`config.mk`:
```
export PLATFORM = sky130hd
export DESIGN_NAME = oven_timer_ctrl
export DESIGN_NICKNAME = d
export VERILOG_FILES = /design/src/rtl/oven_timer_ctrl.sv
export SDC_FILE = /design/constraint.sdc
export NUM_CORES = 1
export LEC_CHECK = 0
export CAP_MARGIN = 10
export CORE_MARGIN = 4
export CORE_UTILIZATION = 45
export CTS_CLUSTER_DIAMETER = 200
export DETAILED_ROUTE_END_ITERATION = 8
export PLACE_DENSITY = 0.64
export SETUP_SLACK_MARGIN = 0.4
export SLEW_MARGIN = 20
export SYNTH_ARGS = -nofsm -noshare
export SYNTH_HDL_FRONTEND = slang
export SYNTH_SLANG_ARGS = --single-unit
```
`constraint.sdc`:
```
create_clock -name clk -period 2.8 [get_ports clk]
set_input_delay 0.56 -clock clk [delete_from_list [all_inputs] [get_ports clk]]
set_output_delay 0.56 -clock clk [all_outputs]
set_load 0.02 [all_outputs]
```
`src/rtl/oven_timer_ctrl.sv`:
```
// oven_timer_ctrl: MM:SS keypad setpoint, cook-cycle FSM and 4-digit scanned display driver
module oven_timer_ctrl #(
  parameter int TICK_DIV   = 50_000_000,
  parameter int SCAN_DIV   = 50_000,
  parameter int BEEP_TICKS = 3
) (
  input  logic       clk,
  input  logic       rst_n,
  input  logic [3:0] digit_in,
  input  logic       digit_load,
  input  logic       start,
  input  logic       pause_cancel,
  input  logic       door_open,
  output logic [3:0] seg_code,
  output logic [3:0] an_sel,
  output logic       heater_on,
  output logic       done_beep
);
  localparam int TW = $clog2(TICK_DIV + 1);
  localparam int SW = $clog2(SCAN_DIV + 1);
  localparam int BW = $clog2(BEEP_TICKS + 1);
  typedef enum logic [1:0] {IDLE, COOK, PAUSE, DONE} state_t;
  state_t st;
  logic [3:0] m1, m0, s1, s0, d1, d0, e1, e0, dig, code;
  logic [TW-1:0] tcnt;
  logic [SW-1:0] scnt;
  logic [BW-1:0] bcnt;
  logic [1:0] slot, slot_nx;
  logic blink, tick, wrap, zero, bs1, dz;
  always_comb begin
    tick = tcnt == TW'(TICK_DIV - 1);
    wrap = scnt == SW'(SCAN_DIV - 1);
    slot_nx = wrap ? slot + 2'd1 : slot;
    zero = {m1, m0, s1, s0} == 16'd0;
    e0 = s0 != 4'd0 ? s0 - 4'd1 : 4'd9;
    e1 = s0 != 4'd0 ? s1 : (s1 != 4'd0 ? s1 - 4'd1 : 4'd5);
    bs1 = s0 == 4'd0 && s1 == 4'd0;
    d0 = bs1 ? (m0 != 4'd0 ? m0 - 4'd1 : 4'd9) : m0;
    d1 = bs1 && m0 == 4'd0 ? m1 - 4'd1 : m1;
    dz = {d1, d0, e1, e0} == 16'd0;
    dig = slot_nx == 2'd0 ? s0 : slot_nx == 2'd1 ? s1 : slot_nx == 2'd2 ? m0 : m1;
    code = st == DONE ? 4'd0 :
           (st == PAUSE && blink) ? 4'd11 :
           (st == IDLE && zero && slot_nx != 2'd0) ? 4'd11 :
           (slot_nx == 2'd3 && m1 == 4'd0) ? 4'd11 : dig;
  end
  always_ff @(posedge clk or negedge rst_n) begin
    if (!rst_n) begin
      st <= IDLE;
      {m1, m0, s1, s0} <= '0;
      tcnt <= '0;
      scnt <= '0;
      bcnt <= '0;
      slot <= '0;
      blink <= 1'b0;
      seg_code <= 4'd0;
      an_sel <= 4'b1110;
      heater_on <= 1'b0;
      done_beep <= 1'b0;
    end else begin
      tcnt <= tick ? '0 : tcnt + 1'b1;
      scnt <= wrap ? '0 : scnt + 1'b1;
      slot <= slot_nx;
      seg_code <= code;
      an_sel <= ~(4'b0001 << slot_nx);
      heater_on <= 1'b0;
      done_beep <= 1'b0;
      case (st)
        IDLE:
          if (pause_cancel) {m1, m0, s1, s0} <= '0;
          else if (start && !zero && !door_open) begin
            st <= COOK;
            tcnt <= '0;
            heater_on <= 1'b1;
          end else if (digit_load) {m1, m0, s1, s0} <= {m0, s1, s0, digit_in > 4'd9 ? 4'd9 : digit_in};
        COOK:
          if (door_open || pause_cancel) st <= PAUSE;
          else if (tick && dz) begin
            {m1, m0, s1, s0} <= '0;
            st <= DONE;
            bcnt <= '0;
            done_beep <= 1'b1;
          end else begin
            heater_on <= 1'b1;
            if (tick) {m1, m0, s1, s0} <= {d1, d0, e1, e0};
          end
        PAUSE:
          if (pause_cancel) begin
            st <= IDLE;
            {m1, m0, s1, s0} <= '0;
            blink <= 1'b0;
          end else if (start && !door_open) begin
            st <= COOK;
            tcnt <= '0;
            heater_on <= 1'b1;
            blink <= 1'b0;
          end else if (tick) blink <= ~blink;
        DONE:
          if (pause_cancel || (tick && bcnt == BW'(BEEP_TICKS - 1))) st <= IDLE;
          else begin
            done_beep <= 1'b1;
            if (tick) bcnt <= bcnt + 1'b1;
          end
        default: st <= IDLE;
      endcase
    end
  end
endmodule

```
Figure 1. Cell sizes after repair (run 1).
The bar under the picture is 20 um long.
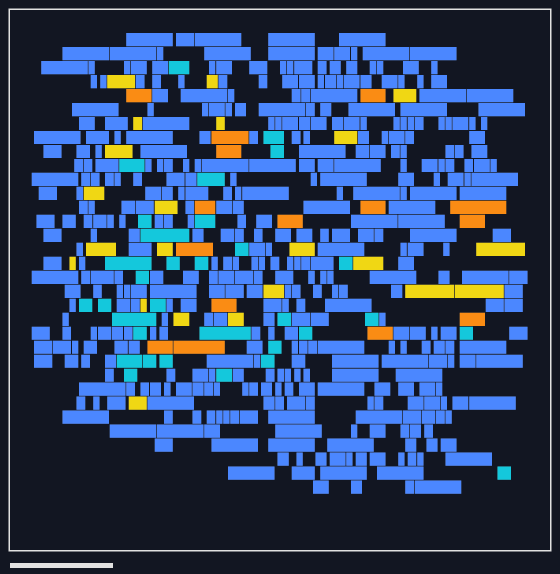
[blue] x1 and smaller | cells: 419 | most used: dfrtp_1
[yellow] x2 | cells: 22 | most used: dfstp_2
[orange] x6 and larger | cells: 15 | most used: clkbuf_8
[cyan] x3 and x4 | cells: 32 | most used: buf_4
P&R area growth vs syn: 16.9%
Finished Cell Area: 4950 um^2
Final WS setup: 366 ps
Plain + repair buffers: 41

Figure 2. Pin map (run 1).
Pins as bars across the die edge, other pins in gray.
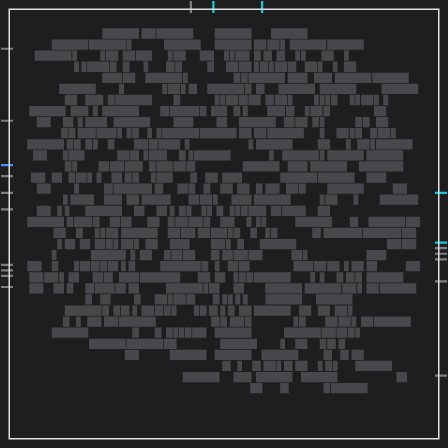
[blue] `digit_load` | pins: 1 | direction: input | edge: left
[cyan] `seg_code` | pins: 4 | direction: output | edge: 2 top, 2 right
IO buf count: 19
die width: 105 um
die height: 105 um

Figure 3. Metal 4 (run 1).
The bar under the picture is 20 um long.
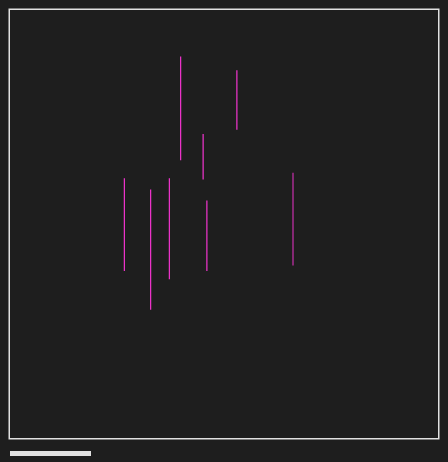
longest straight run: 29.2 um
share of all routed wire: 1.7%
main direction: vertical
nets with wire on the layer: 6
Routed WL: 9550 um
Via Count: 3457

==> out/results.tsv, run 1 <==
metric	value	unit
status	complete, no violations	
required	3040	ps
finalHoldViolations	0	
htreeDepth	3	
area_leaders	dfrtp_1 (43%), nor2_1 (4.7%), xor2_1 (4.5%), nand2_1 (3.9%), xnor2_1 (3.5%)	
clk_latency	350	ps
p_leak	2.10	nW
met1_usage	26.7	%
drive_gt1_share	14.1	%
slew_violations	0	
common_cells	dfrtp_1 (72), nor2_1 (53), nand2_1 (44)	
top_layer_used	met4	
yosys_warnings	0	
grt_util_met2	25.3	%
yosysSeqAreaShare	44.4	%
clockBufferDepth	2	
drc	0	
ff_type	dfrtp_1	
nNetsFinal	504	
dp_hpwl	6490	um
core	9200	um^2
warnings	34	
synth_cells	451	
grt_util_all_layers	17.9	%
wl_met2	4150	um
tightest_slew	972	ps
clk_pin_slew_worst_paths	80	ps
synth.net_count	472	
max_freq	411	MHz
period_minus_slack	2430	ps
cp-end-kind	register	
grt.overflow.total	0	
irDropWorstVdd	0.470	mV
fp_util	46.1	%
io_pins	20	
start_kind	register	
post-synth-top-count-cell	dfrtp_1	
grt_max_degree	76	
holdBufCountCts	0	
ys.flops	75	
avgViaCountPerCell	5.77	
routedWlPerCell	15.9	um
slowest_stage	or4b_4	
yosysUniqueCellTypes	64	
cts_tree	yes	
drt_iter0_markers	204	
edf_count	0	
cp_num_buf_inv	1	
path_delay_family	simple AND/OR/NAND/NOR gates	
place.gp.congestion	0.873	
synth.top_cell.area_share	42.5	%
==> run 1: cells by family after synthesis <==
| kind of cell | synth area share [%] |
|---|---|
| mux | 3.22 |
| compound gates | 14.4 |
| fa+ha+maj | 3.25 |
| xor+xnor | 8.06 |
| buf+inv | 4.02 |
| simple gates | 22.7 |
| flops | 44.4 |
==> run 1: layout make-up <==
type | instances | area (um^2) | share of cell area (%)
Multi-Input combinational cell | 338 | 2260 | 45.7
Sequential cell | 75 | 1880 | 38.0
Inverter | 18 | 67.6 | 1.36
Clock buffer | 10 | 138 | 2.78
Timing Repair Buffer | 41 | 402 | 8.11
Clock inverter | 6 | 65.1 | 1.31
Tap cell | 111 | 139 | 2.80
==> run 1: report_power, final <==
part           switching, mW  internal [mW]  leakage, nW
sequential             0.266           1.29        0.989
combinational           1.15          0.984         1.00
clock                  0.412          0.436        0.102
==> run 1: state kept, by name, indices dropped and copies added (netlist names), 4 cells and up <==
| name | count |
|---|---|
| scnt | 16 |
| tcnt | 26 |
| an_sel | 4 |
| s0 | 4 |
| m1 | 4 |
| s1 | 4 |
| m0 | 4 |
| seg_code | 4 |
==> run 1: cell usage in the layout (no fill, tap or decap), types with 3 or more instances in the layout <==
cell / netlist / layout
o21ai_1: 5 / 5
o31a_1: 3 / 3
nand3_1: 23 / 23
xnor2_1: 17 / 17
nor4b_1: 3 / 3
xor2_1: 22 / 21
nor3_1: 14 / 14
ha_1: 11 / 8
clkdlybuf4s50_1: 0 / 18
dfstp_2: 3 / 3
and2_1: 3 / 3
nand4_1: 8 / 8
nor3b_1: 4 / 4
nand2_1: 44 / 44
buf_4: 1 / 19
dfrtp_1: 72 / 72
inv_1: 18 / 16
and3_1: 7 / 7
o221ai_1: 3 / 3
o21ai_0: 24 / 24
o22a_1: 3 / 3
nor4_1: 5 / 3
a22o_1: 6 / 6
o31ai_1: 3 / 3
a21oi_1: 13 / 13
clkbuf_8: 0 / 10
and4_1: 6 / 5
mux2i_1: 11 / 10
o21a_1: 4 / 4
nor2_1: 53 / 53
nand2b_1: 8 / 8
==> run 1: worst reg2reg max path: cells and delay by family, from the launching register on <==
family          cells  cell delay (ps)
compound gates      3              500
flops               1              400
simple gates        2              860
fa+ha+maj           1              160
buf+inv             1              100
mux                 1              300
==> run 1: worst paths after layout <==
kind	slack (ps)	cells past startpoint	endpoint	from
min in group clk	460	1	scnt[0]	scnt[0]
min	350	1	scnt[7]	rst_n
max reg2reg	370	8	bcnt[1]	s0[1]
max in group asynchronous	1860	1	tcnt[0]	rst_n
min reg2reg	460	1	scnt[0]	scnt[0]
max	370	8	bcnt[1]	s0[1]
==> run 1: timing repair <==
item	CTS	global route
setup endpoints to repair	41	39
gates cloned	1	0
pin swaps	1	2
resized	10	10
buffers inserted	6	3
==> run 1: metrics by stage <==
step                power, mW  instance area [um^2]  hold WS, ps  setup slack, ps  instances
floorplan                2.81                  4240          264              333        451
global placement         3.34                  4580          440              195        573
detailed placement       3.37                  4580          453              124        573
CTS                      4.46                  4890          378              376        596
global route             4.84                  4950          397              289        599
finish                   4.54                  4950          348              366        599
==> run 1 -> run 2 <==
Settings changed: SKIP_LAST_GASP set to 1.
Figure 4. Clock network drawn from the DEF (run 2).
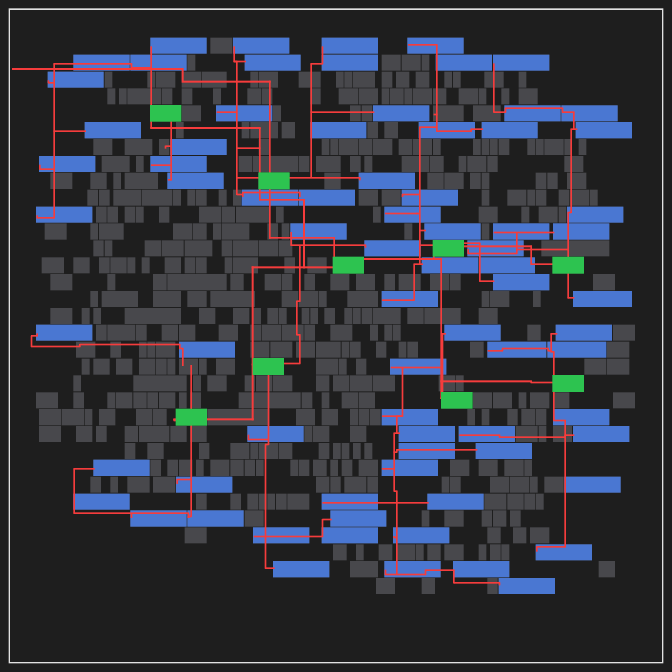
[red] clock wires | length: 1010 um
[blue] flip-flops | count: 75
[green] clock-net drivers | count: 9
routed clock nets: 10
skew final: 7.04 ps
Insertion Delay late pin: 350 ps
clk pwr: 0.848 mW

Figure 5. Pin map (run 2).
Pins as bars across the die edge, other pins in gray.
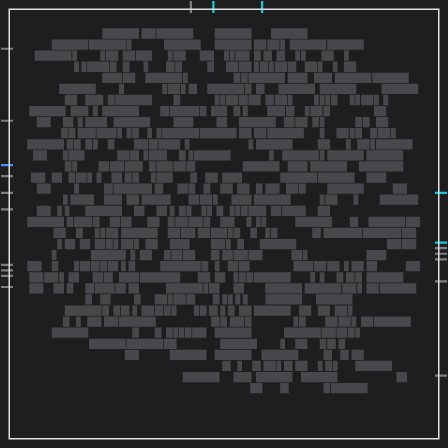
[cyan] `seg_code` | pins: 4 | direction: output | edge: 2 top, 2 right
[blue] `digit_load` | pins: 1 | direction: input | edge: left
all pins by edge: 10 left, 7 right, 3 top

Figure 6. Cell sizes after repair (run 2).
The bar under the picture is 20 um long.
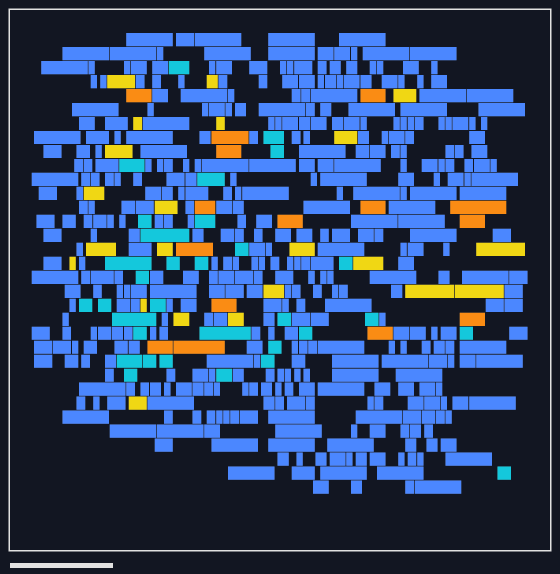
[cyan] x3 and x4 | cells: 32 | most used: buf_4
[yellow] x2 | cells: 22 | most used: dfstp_2
[blue] x1 and smaller | cells: 419 | most used: dfrtp_1
[orange] x6 and larger | cells: 15 | most used: clkbuf_8

==> out/results.tsv, run 2 <==
metric	value	unit
max_freq	411	MHz
drc	0	
common_cells	dfrtp_1 (72), nor2_1 (53), nand2_1 (44)	
fp_util	46.1	%
slew_violations	0	
holdBufCountCts	0	
wirelength	9550	um
required	3040	ps
cp_cell_sequence	inv_2, ha_4, or4b_4, a2111oi_4, o21a_2, a31oi_1, or3_4, mux2_4	
chipWidth	105	um
path_delay_family	simple AND/OR/NAND/NOR gates	
ff_type	dfrtp_1	
pre_cts_ws	124	ps
num_rows	35	
irDropWorstVdd	0.470	mV
holdWs	348	ps
p_leak	2.10	nW
clk_pin_slew_worst_paths	80	ps
drt_iter0_markers	204	
cp_num_buf_inv	1	
yosysUniqueCellTypes	64	
slowest_stage	or4b_4	
grt.overflow.total	0	
avgViaCountPerCell	5.77	
edf_count	0	
place_inst	573	
period_minus_slack	2430	ps
post-synth-top-count-cell	dfrtp_1	
lay_top_count	dfrtp_1	
status	complete, no violations	
layout_setup_ws	366	ps
largest_reg_flops	26	
core	9200	um^2
area_leaders	dfrtp_1 (43%), nor2_1 (4.7%), xor2_1 (4.5%), nand2_1 (3.9%), xnor2_1 (3.5%)	
layout_top_cells	dfrtp_1 (72), nor2_1 (53), nand2_1 (44)	
rr_worst_depth	8	
yosysSeqAreaShare	44.4	%
clock-sinks	75	
place.gp.congestion	0.873	
synth.top_cell.area_share	42.5	%
dp_hpwl	6490	um
synth.net_count	472	
htreeDepth	3	
largest_register	tcnt	
ys.flops	75	
timing.rr.end	bcnt[1]	
fin_cells	599	
start_kind	register	
cp-end-kind	register	
largest_registers	tcnt: 26 flops, scnt: 16 flops	
synth_cells	451	
nNetsFinal	504	
cts_tree	yes	
warnings	34	
buffer_ports.inserted	19	
routedWlPerCell	15.9	um
finalHoldViolations	0	
clockBufferDepth	2	
io_pins	20	
r2r-start	s0[1]	
area_growth	16.9	%
grt_util_all_layers	17.9	%
run 2: cell counts in the layout (fill, tap and decap cells not counted):
Identical to the previous run, type by type.
run 2: kinds of logic after synthesis:
group | Yosys count | share of synthesized area (%)
mux | 13 | 3.22
buf+inv | 38 | 4.02
xor+xnor | 39 | 8.06
compound gates | 85 | 14.4
fa+ha+maj | 11 | 3.25
flops | 75 | 44.4
simple gates | 190 | 22.7
run 2: worst max path at each step:
stage | end | cells past startpoint | from | slack (ps)
after floorplan | bcnt[1] | 9 | s0[0] | 330
after global placement | tcnt[25] | 8 | pause_cancel | 200
after detailed placement | bcnt[1] | 8 | s0[1] | 120
after CTS | s0[0] | 8 | tcnt[0] | 380
after global routing | bcnt[1] | 8 | s0[1] | 290
final | bcnt[1] | 8 | s0[1] | 370
run 2: what timing repair did:
| action | 4_1_cts | 5_1_grt |
|---|---|---|
| cloned | 1 | 0 |
| pin swaps | 1 | 2 |
| gates resized | 10 | 10 |
| buffers inserted | 6 | 3 |
| endpoints found under the setup margin | 41 | 39 |
run 2: area by class of cell:
type / count / area [um^2] / share of cell area, %
multi-input combinational: 338 / 2260 / 45.7
clock buffer: 10 / 138 / 2.78
clock inverter: 6 / 65.1 / 1.31
tap: 111 / 139 / 2.80
timing repair buffer: 41 / 402 / 8.11
inverter: 18 / 67.6 / 1.36
sequential: 75 / 1880 / 38.0
run 2: report_power, final:
part / switching (mW) / internal [mW]
sequential: 0.266 / 1.29
combinational: 1.15 / 0.984
clock: 0.412 / 0.436
run 2: through the flow:
step                      cell area (um^2)  util, %
after floorplan                       4240        -
after global placement                4580     49.8
after detailed placement              4580     49.8
after CTS                             4890     53.2
after global routing                  4950     53.9
final                                 4950     53.9
run 2: routing by layer:
layer	vias up	global-route usage, %	part of all wire (%)
met1	1675	26.7	49
li1	1655	-	-
met3	18	4.26	5.7
met2	109	25.3	43
met5	-	0	0
met4	0	5.81	1.7
==> run 2 -> run 3 <==
==> constraint.sdc (replaced) <==
create_clock -name clk -period 2.8 [get_ports clk]
set_input_delay 0.56 -clock clk [delete_from_list [all_inputs] [get_ports clk]]
set_output_delay 0.56 -clock clk [all_outputs]
set_load 0.005 [all_outputs]
Figure 7. Pin map (run 3).
Pins as bars across the die edge, other pins in gray.
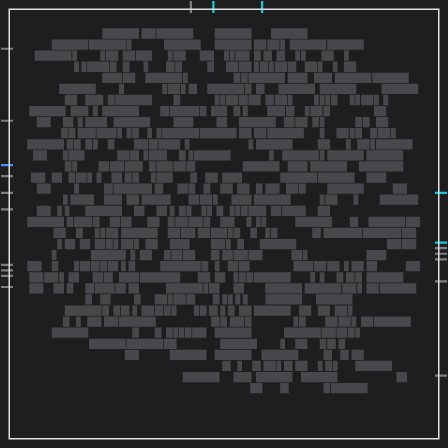
[blue] `digit_load` | pins: 1 | direction: input | edge: left
[cyan] `seg_code` | pins: 4 | direction: output | edge: 2 top, 2 right

Figure 8. The clock network (run 3).
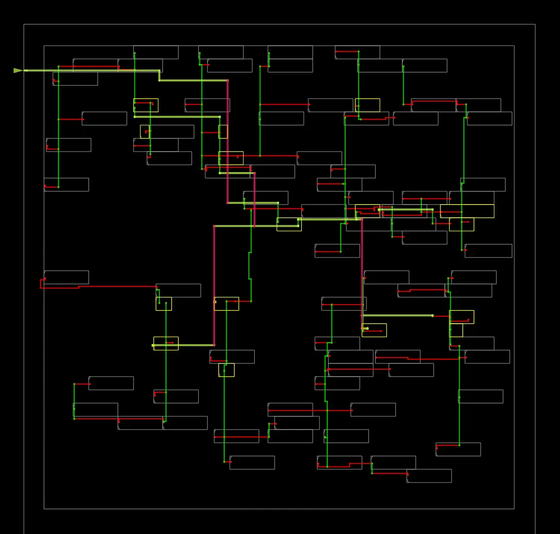
clkbuf count: 10
TritonCTS Buffers: 9
flop count: 75
CTS Sinks: 75

Figure 9. Clock network drawn from the DEF (run 3).
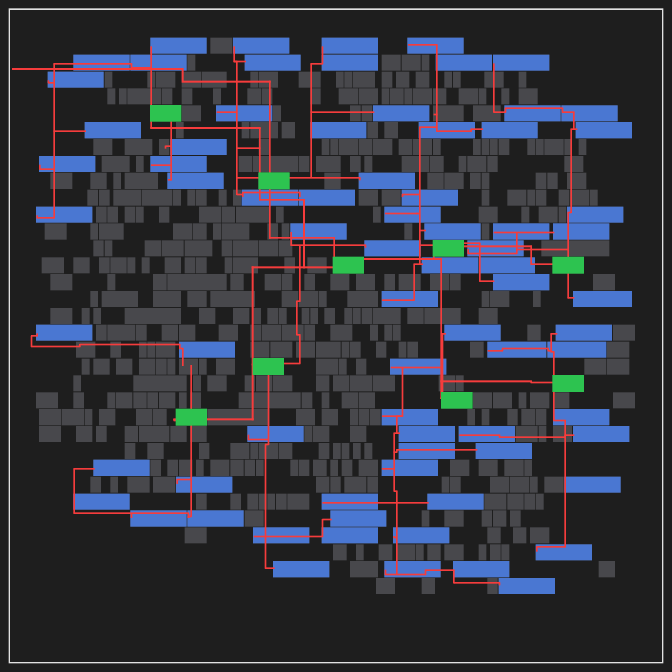
[red] clock wires | length: 1010 um
[blue] flip-flops | count: 75
[green] clock-net drivers | count: 9
routed clock nets: 10
flops lie: spread over the die
clock share of power: 18.8%

==> out/results.tsv, run 3 <==
metric	value	unit
avgViaCountPerCell	5.77	
irDropWorstVdd	0.456	mV
dp_hpwl	6490	um
core	9200	um^2
yosysUniqueCellTypes	64	
period_minus_slack	2430	ps
start_kind	register	
warnings	34	
fp_util	46.1	%
post-synth-top-count-cell	dfrtp_1	
finalHoldViolations	0	
clk_latency	350	ps
largest_registers	tcnt: 26 flops, scnt: 16 flops	
htreeDepth	3	
grt_util_all_layers	17.9	%
drt_iter0_markers	204	
critPathCapture	bcnt[1]	
internal_power	2.71	mW
synth_cells	451	
status	complete, no violations	
ff_type	dfrtp_1	
area_leaders	dfrtp_1 (43%), nor2_1 (4.7%), xor2_1 (4.5%), nand2_1 (3.9%), xnor2_1 (3.5%)	
pwr-share-comb	46.5	%
final_util	53.9	%
p_leak	2.10	nW
layout_top_cells	dfrtp_1 (72), nor2_1 (53), nand2_1 (44)	
clock-skew-final	7.04	ps
wirelength	9550	um
common_cells	dfrtp_1 (72), nor2_1 (53), nand2_1 (44)	
grt_max_degree	76	
drc	0	
holdBufCountCts	0	
edf_count	0	
cp-end-kind	register	
chipWidth	105	um
area_growth	16.9	%
drive_gt1_share	14.1	%
place.gp.congestion	0.873	
cts_tree	yes	
largest_register	tcnt	
tightest_slew	972	ps
setup.worst_path.start	s0[1]	
==> run 3: worst min path at each step <==
| stage | end | slack [ps] | cells after the start |
|---|---|---|---|
| after floorplan | an_sel[0] | 260 | 0 |
| after global placement | scnt[0] | 440 | 1 |
| after detailed placement | scnt[0] | 450 | 1 |
| after CTS | scnt[9] | 380 | 1 |
| after global routing | scnt[9] | 400 | 1 |
| final | scnt[7] | 350 | 1 |
==> run 3: repair_timing <==
action | in CTS | in global routing
setup buffers | 6 | 3
resized | 10 | 10
gates cloned | 1 | 0
endpoints found under the setup margin | 41 | 39
pin swaps | 1 | 2
==> run 3: power by group through the flow <==
stage | registers, mW | logic (mW) | clock network, mW
floorplan | 1.46 | 1.31 | 0
global placement | 1.56 | 1.74 | 0
detailed placement | 1.57 | 1.77 | 0
CTS | 1.55 | 1.99 | 0.881
global route | 1.59 | 2.28 | 0.931
finish | 1.56 | 2.09 | 0.848
==> run 3: cells by family (layout without fill, tap and decap cells) <==
logic type / after synthesis / in the layout / synth area share, %
buf+inv: 38 / 75 / 4.02
fa+ha+maj: 11 / 11 / 3.25
mux: 13 / 13 / 3.22
simple gates: 190 / 190 / 22.7
xor+xnor: 39 / 39 / 8.06
flops: 75 / 75 / 44.4
compound gates: 85 / 85 / 14.4
==> run 3: final cells by class <==
type                            instances  area, um^2
Clock inverter                          6        65.1
Tap cell                              111         139
Sequential cell                        75        1880
Clock buffer                           10         138
Timing Repair Buffer                   41         402
Inverter                               18        67.6
Multi-Input combinational cell        338        2260
Fill cell                             825        4240
==> run 3: layer usage <==
layer	part of all wire (%)	up-vias	track usage [%]
li1	-	1655	-
met1	49	1675	26.7
met2	43	109	25.3
met3	5.7	18	4.26
met4	1.7	0	5.81
met5	0	-	0
==> run 3: per-stage QoR <==
step,instances,area (um^2)
after floorplan,451,4240
after global routing,599,4950
after CTS,596,4890
final,599,4950
after detailed placement,573,4580
after global placement,573,4580
==> run 3: critical path: cells and delay by family (launching register included) <==
kind,cells,cell delay (ps)
AOI/OAI and AO/OA,3,500
adders and majority gates,1,160
muxes,1,300
buffers and inverters,1,100
and+or+nand+nor,2,860
DFF,1,400
Power is estimated from default activity; no workload was simulated.
